==> config.mk <==
export PLATFORM = sky130hd
export DESIGN_NAME = group_add_sched_flat
export DESIGN_NICKNAME = d
export VERILOG_FILES = /design/src/rtl/group_add_sched_pkg.sv /design/src/rtl/group_add_sched_if.sv /design/src/rtl/group_add_sched_fifo_sync.sv /design/src/rtl/group_add_sched.sv /design/src/flat_wrapper.sv
export SDC_FILE = /design/constraint.sdc
export NUM_CORES = 1
export LEC_CHECK = 0
export ABC_AREA = 1
export CAP_MARGIN = 20
export CORE_MARGIN = 2
export CORE_UTILIZATION = 40
export CTS_CLUSTER_SIZE = 20
export DETAILED_ROUTE_END_ITERATION = 7
export MAX_ROUTING_LAYER = met4
export PLACE_DENSITY = 0.58
export SYNTH_ARGS = -nofsm -noshare
export SYNTH_HDL_FRONTEND = slang
export SYNTH_HIERARCHICAL = 1
export SYNTH_SLANG_ARGS = --single-unit
==> constraint.sdc <==
create_clock -name clk -period 3 [get_ports clk]
set_clock_uncertainty 0.05 [all_clocks]
set_input_delay 0.45 -clock clk [delete_from_list [all_inputs] [get_ports clk]]
set_output_delay 0.45 -clock clk [all_outputs]
set_load 0.005 [all_outputs]
==> src/rtl/group_add_sched_pkg.sv <==
// Shared definitions for the group adder scheduler.
// - state_t: controller states IDLE / RUN / DRAIN.
// - GROUP_ADD_LATENCY: pipeline depth of the four-way group adder. The
//   scheduler's valid pipe defaults to this value, so a change to the adder
//   is picked up here instead of being tracked by hand.
package group_add_sched_pkg;

  typedef enum logic [1:0] {
    ST_IDLE  = 2'd0,
    ST_RUN   = 2'd1,
    ST_DRAIN = 2'd2
  } state_t;

  localparam int GROUP_ADD_LATENCY = 5;

endpackage

==> src/rtl/group_add_sched_if.sv <==
// Handshake bundle between the scheduler, the MAC array / group adder and
// the downstream consumer.
// - cfg_valid/cfg_ready/cfg_depth/cfg_count : job configuration
// - up_valid/up_ready                       : operand group gating into the adder
// - add_data                                : adder result (fixed latency after up_ready)
// - dn_data/dn_valid/dn_ready               : accumulated output stream
// slave  = scheduler side, master = environment side.
interface group_add_sched_if #(
  parameter int NUM_WIDTH = 16,
  parameter int CNT_WIDTH = 16
);
  logic                 cfg_valid;
  logic                 cfg_ready;
  logic [CNT_WIDTH-1:0] cfg_depth;
  logic [CNT_WIDTH-1:0] cfg_count;
  logic                 up_valid;
  logic                 up_ready;
  logic [NUM_WIDTH-1:0] add_data;
  logic [NUM_WIDTH-1:0] dn_data;
  logic                 dn_valid;
  logic                 dn_ready;

  modport slave (
    input  cfg_valid, cfg_depth, cfg_count, up_valid, add_data, dn_ready,
    output cfg_ready, up_ready, dn_data, dn_valid
  );

  modport master (
    output cfg_valid, cfg_depth, cfg_count, up_valid, add_data, dn_ready,
    input  cfg_ready, up_ready, dn_data, dn_valid
  );
endinterface

==> src/rtl/group_add_sched_fifo_sync.sv <==
// Synchronous FIFO, show-ahead (rdata is the head entry while !empty).
// Ports: clk, rst (sync, active-high, clears pointers/occupancy),
//        push/wdata, pop/rdata, full, empty.
// Push and pop in the same cycle are both honoured; when full, the pop
// frees the slot the push writes. When empty there is no bypass.
module group_add_sched_fifo_sync #(
  parameter int DATA_W = 16,
  parameter int DEPTH  = 8
) (
  input  logic              clk,
  input  logic              rst,
  input  logic              push,
  input  logic              pop,
  input  logic [DATA_W-1:0] wdata,
  output logic [DATA_W-1:0] rdata,
  output logic              full,
  output logic              empty
);
  localparam int AW = $clog2(DEPTH);

  logic [DATA_W-1:0] mem [DEPTH];
  logic [AW-1:0]     wptr;
  logic [AW-1:0]     rptr;
  logic [AW:0]       count;

  assign full  = (count == (AW+1)'(DEPTH));
  assign empty = (count == '0);
  assign rdata = mem[rptr];

  always_ff @(posedge clk) begin
    if (rst) begin
      wptr  <= '0;
      rptr  <= '0;
      count <= '0;
    end else begin
      if (push) wptr <= wptr + AW'(1);
      if (pop)  rptr <= rptr + AW'(1);
      case ({push, pop})
        2'b10:   count <= count + (AW+1)'(1);
        2'b01:   count <= count - (AW+1)'(1);
        default: count <= count;
      endcase
    end
  end

  always_ff @(posedge clk) begin
    if (push) mem[wptr] <= wdata;
  end

endmodule

==> src/rtl/group_add_sched.sv <==
// Group adder scheduler.
// Sequences operand groups into the fixed-latency group adder, tracks each
// issued group with a {valid, first, last} pipe aligned to add_data, sums
// `depth` consecutive adder results per output and queues outputs in a FIFO
// whose slots are reserved (credits) before the last group of an output issues.
// Ports: clk, rst (sync, active-high); bus (group_add_sched_if.slave:
//        cfg_*, up_*, add_data, dn_*); busy (state != IDLE);
//        done (one-cycle pulse after returning to IDLE).
module group_add_sched
  import group_add_sched_pkg::*;
#(
  parameter int NUM_WIDTH   = 16,
  parameter int ADD_LATENCY = GROUP_ADD_LATENCY,
  parameter int FIFO_DEPTH  = 8,
  parameter int CNT_WIDTH   = 16
) (
  input  logic             clk,
  input  logic             rst,
  group_add_sched_if.slave bus,
  output logic             busy,
  output logic             done
);
  localparam int CRW = $clog2(FIFO_DEPTH + 1);
  localparam logic [CNT_WIDTH-1:0] ONE    = CNT_WIDTH'(1);
  localparam logic [CRW-1:0]       CR_MAX = CRW'(FIFO_DEPTH);

  function automatic logic signed [NUM_WIDTH-1:0] wrap_add(
    input logic signed [NUM_WIDTH-1:0] a,
    input logic signed [NUM_WIDTH-1:0] b
  );
    return a + b;  // carry out dropped: wraps like the adder itself
  endfunction

  state_t                       state;
  logic [CNT_WIDTH-1:0]         depth_r;
  logic [CNT_WIDTH-1:0]         count_r;
  logic [CNT_WIDTH-1:0]         term;
  logic [CNT_WIDTH-1:0]         out_issued;
  logic [CRW-1:0]               credits;
  logic [ADD_LATENCY-1:0]       vld_p;
  logic [ADD_LATENCY-1:0]       first_p;
  logic [ADD_LATENCY-1:0]       last_p;
  logic signed [NUM_WIDTH-1:0]  acc;
  logic signed [NUM_WIDTH-1:0]  add_s;
  logic signed [NUM_WIDTH-1:0]  sum;
  logic last_term, issue, pop, push_p, tail_vld, tail_first, tail_last;
  logic fifo_full, fifo_empty, drain_clear;

  assign last_term    = (term == depth_r - ONE);
  // The reservation is only needed when the group completes an output.
  assign bus.up_ready = (state == ST_RUN) && (!last_term || (credits < CR_MAX));
  assign bus.cfg_ready = (state == ST_IDLE);
  assign busy         = (state != ST_IDLE);
  assign issue        = bus.up_valid && bus.up_ready;
  assign pop          = bus.dn_valid && bus.dn_ready;
  assign bus.dn_valid = !fifo_empty;

  // Leave DRAIN once nothing is in flight and the FIFO is empty or is
  // handing out its final entry this cycle, so done follows the last pop
  // by one cycle. In DRAIN credits equal FIFO occupancy.
  assign drain_clear = (vld_p == '0) &&
                       ((credits == '0) || ((credits == CRW'(1)) && pop));

  always_ff @(posedge clk) begin
    if (rst) begin
      state      <= ST_IDLE;
      term       <= '0;
      out_issued <= '0;
      done       <= 1'b0;
    end else begin
      done <= 1'b0;
      case (state)
        ST_IDLE: begin
          if (bus.cfg_valid) begin
            depth_r    <= (bus.cfg_depth == '0) ? ONE : bus.cfg_depth;
            count_r    <= bus.cfg_count;
            term       <= '0;
            out_issued <= '0;
            state      <= (bus.cfg_count == '0) ? ST_DRAIN : ST_RUN;
          end
        end
        ST_RUN: begin
          if (issue) begin
            if (last_term) begin
              term       <= '0;
              out_issued <= out_issued + ONE;
              if (out_issued == count_r - ONE) state <= ST_DRAIN;
            end else begin
              term <= term + ONE;
            end
          end
        end
        ST_DRAIN: begin
          if (drain_clear) begin
            state <= ST_IDLE;
            done  <= 1'b1;
          end
        end
        default: state <= ST_IDLE;
      endcase
    end
  end

  always_ff @(posedge clk) begin
    if (rst) begin
      credits <= '0;
    end else begin
      case ({issue && last_term, pop})
        2'b10:   credits <= credits + CRW'(1);
        2'b01:   credits <= credits - CRW'(1);
        default: credits <= credits;
      endcase
    end
  end

  // ---- p0 .. p(ADD_LATENCY-1): group tracking, tail aligned with add_data
  always_ff @(posedge clk) begin
    if (rst) vld_p <= '0;
    else     vld_p <= {vld_p[ADD_LATENCY-2:0], issue};
  end

  always_ff @(posedge clk) begin
    first_p <= {first_p[ADD_LATENCY-2:0], (term == '0)};
    last_p  <= {last_p[ADD_LATENCY-2:0], last_term};
  end

  // ---- pipe tail: accumulate and push completed outputs
  assign tail_vld   = vld_p[ADD_LATENCY-1];
  assign tail_first = first_p[ADD_LATENCY-1];
  assign tail_last  = last_p[ADD_LATENCY-1];
  assign add_s      = bus.add_data;
  assign sum        = tail_first ? add_s : wrap_add(acc, add_s);
  assign push_p     = tail_vld && tail_last;

  always_ff @(posedge clk) begin
    if (tail_vld) acc <= sum;
  end

  group_add_sched_fifo_sync #(
    .DATA_W (NUM_WIDTH),
    .DEPTH  (FIFO_DEPTH)
  ) u_fifo (
    .clk   (clk),
    .rst   (rst),
    .push  (push_p),
    .pop   (pop),
    .wdata (sum),
    .rdata (bus.dn_data),
    .full  (fifo_full),
    .empty (fifo_empty)
  );

  a_no_overflow: assert property (@(posedge clk) disable iff (rst)
    !(push_p && fifo_full && !pop));

endmodule

==> src/flat_wrapper.sv <==
// flat-port wrapper written by rule: the top's interface ports become plain ports
module group_add_sched_flat import group_add_sched_pkg::*;
#(
  parameter int NUM_WIDTH   = 16,
  parameter int ADD_LATENCY = GROUP_ADD_LATENCY,
  parameter int FIFO_DEPTH  = 8,
  parameter int CNT_WIDTH   = 16
)
  (clk, rst, busy, done, bus_cfg_valid, bus_cfg_depth, bus_cfg_count, bus_up_valid, bus_add_data, bus_dn_ready, bus_cfg_ready, bus_up_ready, bus_dn_data, bus_dn_valid);
  group_add_sched_if #(.NUM_WIDTH(NUM_WIDTH), .CNT_WIDTH(CNT_WIDTH)) bus_i ();
  input  logic clk;
  input  logic rst;
  output logic busy;
  output logic done;
  input wire logic [$bits(bus_i.cfg_valid)-1:0] bus_cfg_valid;
  input wire logic [$bits(bus_i.cfg_depth)-1:0] bus_cfg_depth;
  input wire logic [$bits(bus_i.cfg_count)-1:0] bus_cfg_count;
  input wire logic [$bits(bus_i.up_valid)-1:0] bus_up_valid;
  input wire logic [$bits(bus_i.add_data)-1:0] bus_add_data;
  input wire logic [$bits(bus_i.dn_ready)-1:0] bus_dn_ready;
  output wire logic [$bits(bus_i.cfg_ready)-1:0] bus_cfg_ready;
  output wire logic [$bits(bus_i.up_ready)-1:0] bus_up_ready;
  output wire logic [$bits(bus_i.dn_data)-1:0] bus_dn_data;
  output wire logic [$bits(bus_i.dn_valid)-1:0] bus_dn_valid;
  assign bus_i.cfg_valid = bus_cfg_valid;
  assign bus_i.cfg_depth = bus_cfg_depth;
  assign bus_i.cfg_count = bus_cfg_count;
  assign bus_i.up_valid = bus_up_valid;
  assign bus_i.add_data = bus_add_data;
  assign bus_i.dn_ready = bus_dn_ready;
  assign bus_cfg_ready = bus_i.cfg_ready;
  assign bus_up_ready = bus_i.up_ready;
  assign bus_dn_data = bus_i.dn_data;
  assign bus_dn_valid = bus_i.dn_valid;
  group_add_sched #(.NUM_WIDTH(NUM_WIDTH), .ADD_LATENCY(ADD_LATENCY), .FIFO_DEPTH(FIFO_DEPTH), .CNT_WIDTH(CNT_WIDTH)) u_core (.clk(clk), .rst(rst), .bus(bus_i), .busy(busy), .done(done));
endmodule
pinout.png
Pins as bars across the die edge, other pins in gray.
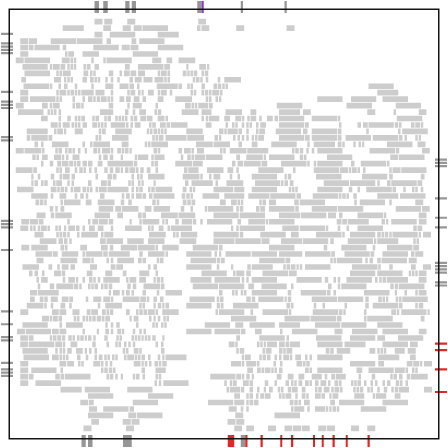
[purple] bus_dn_valid | pins: 1 | direction: output | edge: north
[red] bus_add_data | pins: 16 | direction: input | edge: 12 south, 4 east
all pins by edge: 23 west, 22 south, 16 east, 13 north
port bufs: 73
die width: 180 um

==> impl_metrics.py <==
# Auto-generated metrics
metrics = {
    "detailed_routing": {
        "ant_nets": 0,
        "topRoutingLayerUsed": "met4",
        "drt_iter0_drc": 495,
        "routed_wl_um": 28800,
        "firstDrtPassIters": 5,
        "vias": 9548,
        "routedWlPerCell_um": 15.1,
        "m1WireLength_um": 12800,
        "viasPerCell": 5.01,
        "wl_met3_um": 1170,
        "met2WireLength_um": 14300,
        "drt_drc_violations_left": 0,
    },
    "setup_path": {
        "critPathLaunchType": "flip-flop",
        "setup.worst_path.start": "u_core/depth_r[1]",
        "path_class": "reg2out",
        "crit_end": "bus_up_ready",
        "r2r_start": "u_core/depth_r[1]",
        "cp.buffers_inverters": 3,
        "critical-path-top-delay-family": "simple AND/OR/NAND/NOR gates",
        "cp.depth": 13,
        "rr_worst_depth": 15,
        "path_cells": "buf_4, nor2_4, nand2_4, buf_4, nand2_1, nand2_1, nand2_1, nand3_1, nor2_2, nand3_4, o21bai_4, nand2_4, clkbuf_2",
        "worst_path_max_delay_cell": "edfxtp_1",
        "worstPathArrival_ns": 2.43,
        "critPathMostFrequentCell": "nand2_1",
        "reg2reg_slack_ns": 0.21,
        "reg2reg_to": "u_core/credits[2]",
        "end_kind": "output port",
        "max_stage_delay_ns": 0.39,
        "required_ns": 2.50,
        "path_max_fanout": 4,
    },
    "clocking": {
        "cts_max_path_buffers": 3,
        "cts_tree": "done",
        "cts_buffers": 27,
        "postCtsSetupRepairBufs": 1,
        "cts-root-buf": "clkbuf_16",
        "cts_resized": 13,
        "cts_num_sinks": 243,
        "cts_hold_buf": 0,
        "htreeDepth": 1,
        "clk_pin_slew_ns": 0.06,
    },
    "status": {
        "status": "finished clean",
    },
    "place": {
        "hpwl_um": 19200,
        "place_area_um2": 13800,
        "place.gp.congestion": 0.860,
        "pre_cts_slack_ns": -0.712,
        "place_inst": 1844,
    },
    "power_and_ir_drop": {
        "powerDensity_nw_per_um2": 539,
        "cellLeakagePower_uw": 0.00568,
        "ir_worst_vdd_uv": 428,
    },
    "floorplan": {
        "num_rows": 64,
        "coreArea_um2": 30600,
        "io_pins": 74,
        "fp_util_pct": 40.7,
        "dieArea_um2": 32500,
    },
    "min_path": {
        "hold_depth": 0,
        "min_path_type": "reg2reg",
    },
    "sta": {
        "post-route-period-util_pct": 97.7,
        "rsz0062_at_grt": "true",
        "max_freq_mhz": 341,
        "tightest_slew_ns": 0.995,
        "final_max_slew_viol_count": 0,
        "hold_violations": 0,
        "fin_ws_ns": 0.0692,
        "min_period_ns": 2.93,
        "max_slew_margin_pct": 33.0,
        "finalSetupViolations": 0,
    },
    "grt": {
        "grt_antenna_before_repair": 0,
        "met3_usage_pct": 2.32,
        "grt_use_met2_pct": 31.9,
        "grtUsageTotal_pct": 18.0,
        "grt-ovfl-total": 0,
        "use_met1_pct": 21.8,
        "grt_pass1_vias": 9109,
        "grt_max_degree": 53,
        "grt_pass1_wl_um": 46400,
        "top_usage_layer": "met2",
    },
    "final_layout": {
        "drive_above_1_share_pct": 12.8,
        "layout_top_cell": "nand2_1",
        "post-route-util_pct": 48.7,
        "stdcell_area_um2": 14900,
        "stdcell_count": 1904,
        "syn_to_final_growth_pct": 19.8,
        "antenna-diode-count": 0,
        "nNetsFinal": 1571,
        "final_cell_mix": "289 x nand2_1, 176 x edfxtp_1, 172 x nor2_1",
    },
    "job": {
        "maxCapViolCount": 0,
        "warnings": 33,
    },
    "yosys": {
        "yosysWarningCount": 6,
        "avgSynthCellArea_um2": 9.06,
        "syn_inst": 1374,
        "fp_nets": 1458,
        "synthesis.area_um2": 12400,
    },
}
clock_wires.png
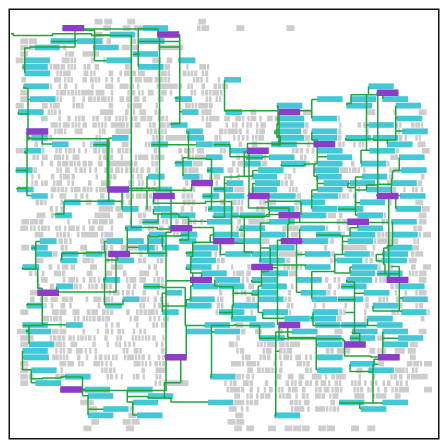
[cyan] flip-flops | count: 243
[purple] clock-net drivers | count: 27
[green] clock wires | length: 3150 um
routed clock nets: 28
Clock Latency Late Sink: 0.54 ns
clock power share: 41.1%
Clock group: 3300 uW

[final cells by class]
cell class	count	area, um^2
Clock buffer	31	691
Fill cell	2872	15700
Multi-Input combinational cell	956	5160
Tap cell	396	495
Sequential cell	243	6630
Clock inverter	19	194
Inverter	121	460
Timing Repair Buffer	138	1270
[sequential cells by signal, summed over array words and instances, names as in the netlist, named ones only]
| name | flops |
|---|---|
| u_core/first_p | 5 |
| u_core/credits | 4 |
| u_core/u_fifo/rptr | 3 |
| u_core/done | 1 |
| u_core/count_r | 16 |
| u_core/acc | 16 |
| u_core/term | 16 |
| u_core/depth_r | 16 |
| u_core/out_issued | 16 |
| u_core/last_p | 5 |
| u_core/u_fifo/count | 4 |
| u_core/u_fifo/wptr | 3 |
| u_core/u_fifo/mem | 128 |
| u_core/state | 2 |
| u_core/vld_p | 5 |
[worst min-delay path by stage]
stage,endpoint,startpoint
final,u_core/last_p[1],u_core/last_p[0]
after CTS,u_core/first_p[1],u_core/first_p[0]
after floorplan,u_core/first_p[1],u_core/first_p[0]
after detailed placement,u_core/last_p[4],u_core/last_p[3]
after global placement,u_core/last_p[1],u_core/last_p[0]
after global routing,u_core/first_p[3],u_core/first_p[2]
[metrics by stage]
step | hold WS, ns | power, uW | setup TNS, ns
2_1_floorplan | 0.260 | 4440 | 0
3_3_place_gp | 0.263 | 4780 | -17.69
3_5_place_dp | 0.262 | 4800 | -21.61
4_1_cts | 0.278 | 8120 | -0.0979
5_1_grt | 0.281 | 8370 | -0.0778
6_report | 0.277 | 8040 | 0
[power by group]
group	total [uW]	leakage (uW)	internal [uW]	switching [uW]
logic	888	0.00311	299	590
clock network	3300	0.000435	1990	1310
registers	3850	0.00214	3800	47.0
total	8040	0.00568	6090	1950
Power is estimated from default activity; no workload was simulated.
